$ cat config.mk
export PLATFORM = sky130hd
export DESIGN_NAME = burst_sequencer_flat
export DESIGN_NICKNAME = d
export VERILOG_FILES = /design/src/rtl/burst_sequencer_if.sv /design/src/rtl/burst_sequencer.sv /design/src/flat_wrapper.sv
export SDC_FILE = /design/constraint.sdc
export NUM_CORES = 1
export LEC_CHECK = 0
export ABC_AREA = 0
export CAP_MARGIN = 20
export CORE_UTILIZATION = 51
export CTS_BUF_LIST = sky130_fd_sc_hd__clkbuf_8 sky130_fd_sc_hd__clkbuf_16
export DETAILED_ROUTE_END_ITERATION = 8
export PLACE_DENSITY = 0.78
export SYNTH_ARGS = -nofsm -noshare
export SYNTH_HDL_FRONTEND = slang
export SYNTH_SLANG_ARGS = --single-unit
export TNS_END_PERCENT = 50
$ cat constraint.sdc
create_clock -name clk -period 1.9 [get_ports clk]
set_input_delay 0.38 -clock clk [delete_from_list [all_inputs] [get_ports clk]]
set_output_delay 0.38 -clock clk [all_outputs]
set_load 0.005 [all_outputs]
$ cat src/rtl/burst_sequencer_if.sv
// Handshake and status bundle for burst_sequencer.
// The master side drives requests and bounds; the slave side reports progress.
`timescale 1ns/1ps
interface burst_sequencer_if #(
    parameter int CNT_W = 4
);
    logic             start;
    logic             enable;
    logic             abort;
    logic             cont;
    logic [CNT_W-1:0] n_max;
    logic [CNT_W-1:0] m_max;
    logic             out;
    logic             done;
    logic             busy;
    logic [CNT_W-1:0] n_count;
    logic [CNT_W-1:0] m_count;

    modport master (
        output start, enable, abort, cont, n_max, m_max,
        input  out, done, busy, n_count, m_count
    );

    modport slave (
        input  start, enable, abort, cont, n_max, m_max,
        output out, done, busy, n_count, m_count
    );
endinterface

$ cat src/rtl/burst_sequencer.sv
// Two-level loop sequencer: m_max rows of n_max out-high cycles, one gap cycle
// after each row, then a single done strobe (optionally repeating).
`timescale 1ns/1ps
module burst_sequencer #(
    parameter int CNT_W = 4
) (
    input  logic              clk,
    input  logic              reset,
    burst_sequencer_if.slave  bus
);
    localparam logic [1:0] IDLE = 2'd0;
    localparam logic [1:0] RUN  = 2'd1;
    localparam logic [1:0] GAP  = 2'd2;
    localparam logic [1:0] DONE = 2'd3;

    localparam logic [CNT_W-1:0] ZERO = '0;
    localparam logic [CNT_W-1:0] ONE  = CNT_W'(1);

    logic [1:0]       state;
    logic [CNT_W-1:0] n_count;
    logic [CNT_W-1:0] m_count;
    logic [CNT_W-1:0] n_max_r;
    logic [CNT_W-1:0] m_max_r;
    logic             cont_r;

    // Abort has priority over every state transition and start request.
    always_ff @(posedge clk or negedge reset) begin
        if (!reset) begin
            state   <= IDLE;
            n_count <= ZERO;
            m_count <= ZERO;
            n_max_r <= ZERO;
            m_max_r <= ZERO;
            cont_r  <= 1'b0;
        end else if (bus.abort) begin
            state   <= IDLE;
            n_count <= ZERO;
            m_count <= ZERO;
        end else begin
            case (state)
                IDLE: begin
                    if (bus.start) begin
                        n_max_r <= bus.n_max;
                        m_max_r <= bus.m_max;
                        cont_r  <= bus.cont;
                        n_count <= ZERO;
                        m_count <= ZERO;
                        if (bus.n_max == ZERO || bus.m_max == ZERO) begin
                            state <= DONE;
                        end else begin
                            state <= RUN;
                        end
                    end
                end
                RUN: begin
                    if (bus.enable) begin
                        if (n_count == n_max_r - ONE) begin
                            n_count <= ZERO;
                            state   <= GAP;
                        end else begin
                            n_count <= n_count + ONE;
                        end
                    end
                end
                GAP: begin
                    n_count <= ZERO;
                    if (m_count == m_max_r - ONE) begin
                        state <= DONE;
                    end else begin
                        m_count <= m_count + ONE;
                        state   <= RUN;
                    end
                end
                DONE: begin
                    n_count <= ZERO;
                    m_count <= ZERO;
                    // Zero bounds in continuous mode would otherwise spin on done.
                    if (cont_r && n_max_r != ZERO && m_max_r != ZERO) begin
                        state <= RUN;
                    end else begin
                        state <= IDLE;
                    end
                end
                default: state <= IDLE;
            endcase
        end
    end

    assign bus.out     = (state == RUN) && bus.enable;
    assign bus.done    = (state == DONE);
    assign bus.busy    = (state != IDLE);
    assign bus.n_count = n_count;
    assign bus.m_count = m_count;
endmodule
$ cat src/flat_wrapper.sv
// flat-port wrapper written by rule: the top's interface ports become plain ports
module burst_sequencer_flat 
#(
    parameter int CNT_W = 4
)
  (clk, reset, bus_start, bus_enable, bus_abort, bus_cont, bus_n_max, bus_m_max, bus_out, bus_done, bus_busy, bus_n_count, bus_m_count);
  burst_sequencer_if #(.CNT_W(CNT_W)) bus_i ();
  input  logic clk;
  input  logic reset;
  input wire logic [$bits(bus_i.start)-1:0] bus_start;
  input wire logic [$bits(bus_i.enable)-1:0] bus_enable;
  input wire logic [$bits(bus_i.abort)-1:0] bus_abort;
  input wire logic [$bits(bus_i.cont)-1:0] bus_cont;
  input wire logic [$bits(bus_i.n_max)-1:0] bus_n_max;
  input wire logic [$bits(bus_i.m_max)-1:0] bus_m_max;
  output wire logic [$bits(bus_i.out)-1:0] bus_out;
  output wire logic [$bits(bus_i.done)-1:0] bus_done;
  output wire logic [$bits(bus_i.busy)-1:0] bus_busy;
  output wire logic [$bits(bus_i.n_count)-1:0] bus_n_count;
  output wire logic [$bits(bus_i.m_count)-1:0] bus_m_count;
  assign bus_i.start = bus_start;
  assign bus_i.enable = bus_enable;
  assign bus_i.abort = bus_abort;
  assign bus_i.cont = bus_cont;
  assign bus_i.n_max = bus_n_max;
  assign bus_i.m_max = bus_m_max;
  assign bus_out = bus_i.out;
  assign bus_done = bus_i.done;
  assign bus_busy = bus_i.busy;
  assign bus_n_count = bus_i.n_count;
  assign bus_m_count = bus_i.m_count;
  burst_sequencer #(.CNT_W(CNT_W)) u_core (.clk(clk), .reset(reset), .bus(bus_i));
endmodule
### Placed cells, one color a class

(6 px per um)
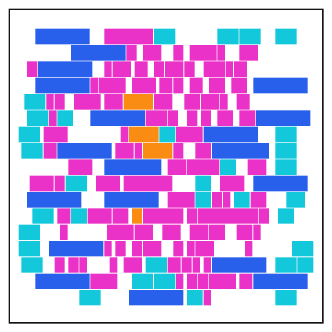
legend:
  cyan:
    class: other buffers and delay cells
    cells: 34
  blue:
    class: flops
    cells: 19
  orange:
    class: clock drivers and dummy loads
    cells: 4
  magenta:
    class: combinational and other logic
    cells: 101
post-route cell area: 1640 sq um
Core Util, Final: 72.2%
row count: 17

### Clock wires, drivers and flops

(6 px per um)
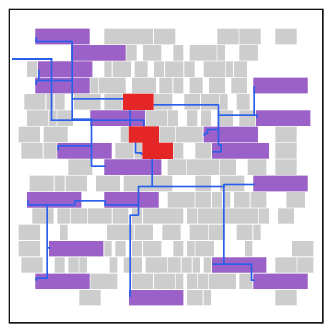
legend:
  purple:
    item: flip-flops
    count: 19
  blue:
    item: clock wires
    length: 254 um
  red:
    item: clock drivers
    count: 3
flops lie: widely spread
routed clock nets: 4
clk latency late pin: 0.25 ns
Fin Clk Skew: 0.00319 ns
clk pwr: 0.285 mW
clock share of power: 14.1%

==> flow_summary.yaml <==
# generated from flow reports
run_status:
  status: "completed"
timing:
  min_period_ns: 1.87
  fin_setup_tns_ns: 0
  slew-limit-headroom_pct: 74.6
  period_used_pct: 98.6
  finalSetupViolations: 0
  fmax_mhz: 534
  slew_violations: 0
  rsz0062_at_grt: "true"
  hold_viol: 0
  timing.hold.ws_ns: 0.454
  setup_slack_ns: 0.0266
  worst_slew_pin_slew_ns: 0.378
placement:
  dp.cells: 182
  preCtsSetupSlack_ns: -0.0619
  routabilityCongestion: 0.879
  place_hpwl_um: 2100
  numPortBuffers: 24
  placedInstanceArea_sq_um: 1600
drt:
  drc_errors: 0
  routed_wl_um: 2710
  via_count: 1070
  first_iter_violations: 16
  vias_per_cell: 5.75
  post_drt_wl_per_cell_um: 14.6
  ant_nets: 0
  dr.pass1.iters: 4
synthesis:
  synth_cell_type_count: 44
  yosysTopAreaCell: "dfrtp_1"
  synth_nets: 144
  ys_warn_count: 0
  yosys_cells: 124
  ys_top_cells_by_area: "dfrtp_1 37%, ha_1 5.9%, mux2_2 4.4%"
  synth-main-ff-cell: "dfrtp_1"
  synth-edff-count: 0
  top_area_share_pct: 37.3
  seq_area_frac_synth_pct: 37.3
  ys_async_sr_fraction_pct: 100
  syn_inst: 124
  ys_area_sq_um: 1280
  syn_area_sq_um: 1280
  ys_ff: 19
  avgSynthCellArea_sq_um: 10.3
floorplan:
  chipArea_sq_um: 2710
  fp.dieH_um: 52.0
  io_pins: 25
  initCoreUtil_pct: 56.1
  die_w_um: 52.0
clock_tree:
  cts_tree: "done"
  cts_buffers: 3
  cts_htree_levels: 1
  cts_sinks: 19
  cts_setup_buffers: 0
  cts_hold_buf: 0
  cts_max_path_buffers: 2
  clockRootBuffer: "clkbuf_8"
  clk_pin_slew_ns: 0.08
setup_path:
  reg2reg_depth: 6
  worstPathRequired_ns: 1.52
  crit_path_start: "u_core.state[0]"
  r2r_slack_ns: 0.08
  worstSetupEndpointType: "output pin"
  worstSetupPathType: "flip-flop to output pin"
  cp-endpoint: "bus_busy"
  start_kind: "flip-flop"
  r2r_start: "u_core.n_max_r[0]"
  reg2reg_to: "u_core.state[0]"
  cp.arrival_ns: 1.49
  crit_fanout: 9
pwr:
  ir_worst_vdd_mv: 0.857
  fin_total_pwr_mw: 2.02
  powerDensity_nw_per_um2: 1230
  power.leakage_nw: 0.685
global_routing:
  grt_pass1_wl_um: 4860
  grt_antenna_before_repair: 0
  grt-ovfl-total: 0
  grt_pass1_vias: 1061
  track_usage_pct: 24.3
  grt_start_max_net_pins: 20
layout:
  fin_cells: 186
  lay_top_cells: "23 x clkdlybuf4s50_1, 17 x dfrtp_1, 10 x nand2_1, 10 x buf_4, 9 x o21ai_0"
  num-nets-final: 179
  antenna_cells: 0
  lay_top_count: "clkdlybuf4s50_1"
  drive_gt1_share_pct: 19.6
  syn2layout_area_growth_pct: 28.8
  logic_area_sq_um: 741
flow_run:
  maxCapViolCount: 0
  warnings: 29
min_path:
  hp-class: "input pin to asynchronous set/reset pin"
### Placed standard cells

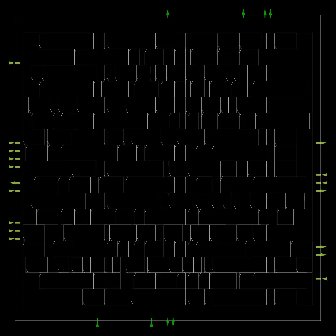
Layout fillers: 178
CORE AREA: 2280 sq um
sequential share of cell area: 29.1%
registers: 19

### Sequential cells grouped by signal name

(6 px per um) Other sequential cells in the stronger gray, the rest of the logic in the fainter gray.
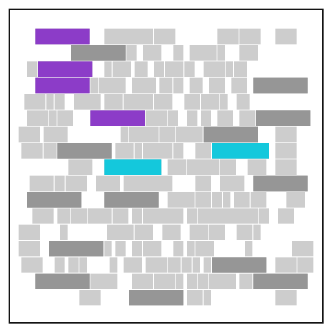
legend:
  purple:
    name_in_the_netlist: u_core.m_max_r
    flops: 4
    where: upper left
  cyan:
    name_in_the_netlist: u_core.state
    flops: 2
Seq group: 0.711 mW
Seq. cell area: 478 sq um

## cell families after synthesis
kind of cell / synth area share [%]
AOI/OAI and AO/OA: 17.2
and+or+nand+nor: 19.7
buffers and inverters: 4.71
xor gates and xnor gates: 9.71
muxes: 5.59
DFF: 37.3
adders and majority gates: 5.88
## flip-flops by register name, summed over array words and instances (netlist names)
name,count
u_core.bus.m_count,4
u_core.bus.n_count,4
u_core.cont_r,1
u_core.m_max_r,4
u_core.n_max_r,4
u_core.state,2
## worst min-delay path by stage
stage	start	end	slack (ns)	cells past startpoint
detailed placement	u_core.cont_r	u_core.cont_r	0.50	1
floorplan	reset	u_core.bus.m_count[0]	0.08	0
global route	reset	u_core.bus.n_count[0]	0.47	2
CTS	reset	u_core.bus.n_count[0]	0.46	2
global placement	u_core.cont_r	u_core.cont_r	0.50	1
finish	reset	u_core.bus.n_count[0]	0.45	2
## what timing repair did
item,4_1_cts,5_1_grt
setup endpoints to repair,2,4
resized,3,2
pin swaps,0,2
## layer usage
| metal | track usage [%] | vias to the layer above | routed length (um) |
|---|---|---|---|
| li1 | - | 523 | - |
| met5 | 0 | - | 0 |
| met3 | 3.51 | 6 | 89 |
| met4 | 6.76 | 0 | 46 |
| met2 | 40.4 | 31 | 1260 |
| met1 | 32.7 | 510 | 1310 |
## power breakdown
| group | internal (mW) | switching (mW) | total, mW | leakage [nW] |
|---|---|---|---|---|
| Clock | 0.146 | 0.140 | 0.285 | 0.0255 |
| Combinational | 0.536 | 0.487 | 1.02 | 0.417 |
| Sequential | 0.538 | 0.172 | 0.711 | 0.242 |
| Total | 1.22 | 0.799 | 2.02 | 0.685 |
## synth_stat cells, types with 2 or more instances
master     n
ha_1       6
nand3_1    5
inv_1      8
o211ai_1   2
a21oi_1    3
a211oi_1   3
buf_4      2
nor3b_1    4
xor2_1     5
nand2_1   10
mux2_2     5
o21ai_0   11
nor4_1     2
xnor2_1    4
nor2_1     3
nor3_1     4
xnor3_1    2
dfrtp_1   19
## final cells by class
cell class | count | area share (%)
repair buffers | 34 | 19.1
inverters | 8 | 1.83
clock buffers | 3 | 2.51
clock inverters | 1 | 0.304
multi-input cells | 93 | 45.1
well taps | 28 | 2.13
flip-flops and latches | 19 | 29.1
## critical path, cell delays in order, from the launching register on
cell	delay (ns)
dfrtp_2	0.48
or2_4	0.30
clkdlybuf4s50_1	0.46
Power is estimated from default activity; no workload was simulated.
